==> config.mk <==
export PLATFORM = sky130hd
export DESIGN_NAME = bitmem_arbiter
export DESIGN_NICKNAME = d
export VERILOG_FILES = /design/src/rtl/bitmem_arbiter.sv
export SDC_FILE = /design/constraint.sdc
export NUM_CORES = 1
export LEC_CHECK = 0
export CAP_MARGIN = 40
export CORE_UTILIZATION = 40
export DETAILED_ROUTE_END_ITERATION = 7
export PLACE_DENSITY = 0.75
export SETUP_SLACK_MARGIN = 0.3
export SYNTH_ARGS = -nofsm -noshare
export SYNTH_HDL_FRONTEND = slang
export SYNTH_SLANG_ARGS = --single-unit
==> constraint.sdc <==
create_clock -name HW_clk -period 1.8 [get_ports HW_clk]
set_input_delay 0.27 -clock HW_clk [delete_from_list [all_inputs] [get_ports HW_clk]]
set_output_delay 0.27 -clock HW_clk [all_outputs]
set_load 0.05 [all_outputs]
**Placement by cell class**

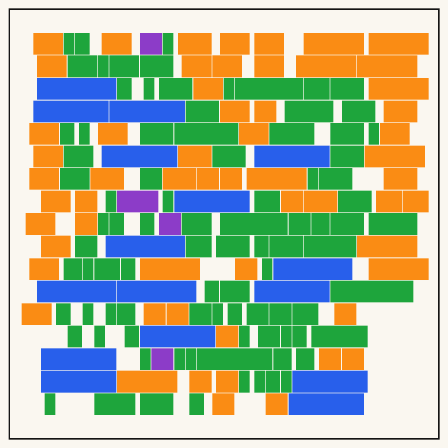
blue -> sequential cells  # cells 16
green -> combinational and other logic  # cells 90
purple -> clock drivers and dummy loads  # cells 4
orange -> remaining buffers and delay cells  # cells 58
Seq area share: 0.217
core outline area: 2280 um2
Rows: 17
final design instance area without fill: 1880 um2

**Placed standard cells**

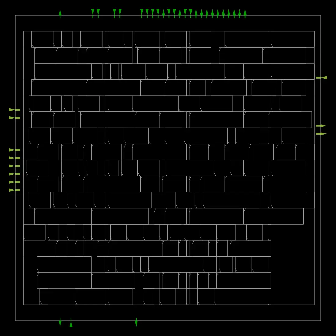
fill cell count: 128
Final Core Density: 0.825
Tap Count: 28

==> impl_metrics.toml <==
# synthesis and place-and-route metrics
[outcome]
status = "finished clean"

[cells_and_area]
largest_class = "multi-input combinational cells"
nets = 192
comb_share = 0.381
n_clock_buffer = 4
buf_share = 0.348
ff_count = 16
areaGrowthSynthToFinish_pct = 90.2
fin_cells = 196

[timing]
finalSetupViolations = 0
report.final.hold_viol_count = 0
worst_pin_slew_ns = 0.622
fin_tns_setup_ns = 0

[clocking]
htree_num_levels = 1
cts_root_buffer = "clkbuf_4"

[yosys]
xor_area_frac = 0
synth.avg_cell_area_um2 = 8.89
yosys-stat-area_um2 = 987
synth_adder_area_share = 0.0127
synthAoiAreaFrac = 0.141
synth_top_flop_cell = "dfrtp_1"
yosys_cells = 111

[drt]
antenna_left = 0

[flow_run]
warnings = 29

[floorplan]
initial_core_util = 0.434

[place]
place.detailed.instances = 175
port_buffers = 36
gp_congestion = 0.807
dp_hpwl_um = 2200

[power]
power_leakage_uw = 0.000781

[critical_path]
cpPeakStageDelay_ns = 0.47

[grt]
antenna_found_initial = 0
## placed cells by master (no fill, tap or decap), drive strengths merged, types with 2 or more instances in the layout
cell	Yosys	routed
buf	5	35
clkdlybuf4s50	0	21
nor2	19	19
dfrtp	15	15
nand2	8	8
inv	8	8
a21oi	7	7
o21ai	5	5
mux2i	4	4
clkbuf	1	4
nor3	4	4
nand3	3	3
mux2	3	3
or3	3	3
o2111ai	2	2
mux4	2	2
conb	1	2
dlygate4sd2	0	2
nor2b	2	2
o21a	2	2
nand2b	2	2
## repair_timing
item                       in CTS  in global routing
setup endpoints to repair      28                 26
buffers inserted               12                  5
gates resized                  28                 10
pin swaps                      11                  7
## worst max-delay path: cells and delay by family (launching register included)
family        cells  cell delay, ns
simple gates      3            0.39
buf+inv           2            0.31
flops             1            0.47
## stage by stage
step	power (uW)	instance area [um2]	worst slack, ns
5_1_grt	3280	1880	0.0121
3_5_place_dp	2300	1570	-0.0540
2_1_floorplan	1820	1080	0.178
3_3_place_gp	2230	1570	0.0285
6_report	3120	1880	0.0517
4_1_cts	2890	1800	0.0780
## Yosys cell counts (2+ instances only)
master,n,area share
nand2b_1,2,0.013
o2111ai_1,2,0.018
nor2_1,19,0.072
mux2i_1,4,0.041
buf_2,2,0.010
nand2_1,8,0.030
or3_1,3,0.019
mux2_2,3,0.034
o21ai_0,5,0.025
a21oi_1,7,0.035
dfrtp_1,15,0.38
nand3_1,3,0.015
nor3_1,4,0.020
inv_1,8,0.030
o21a_1,2,0.015
nor2b_1,2,0.013
mux4_1,2,0.053
buf_4,2,0.015
## routing by layer
layer,global-route usage,wire length (um)
met3,0.0292,145
met2,0.474,1800
met5,0,0
met4,0.212,201
met1,0.344,1290
## where the power goes
part	switching, uW	internal [uW]
Combinational	1120	974
Sequential	238	546
Clock	128	124
Power and IR drop assume default switching activity.
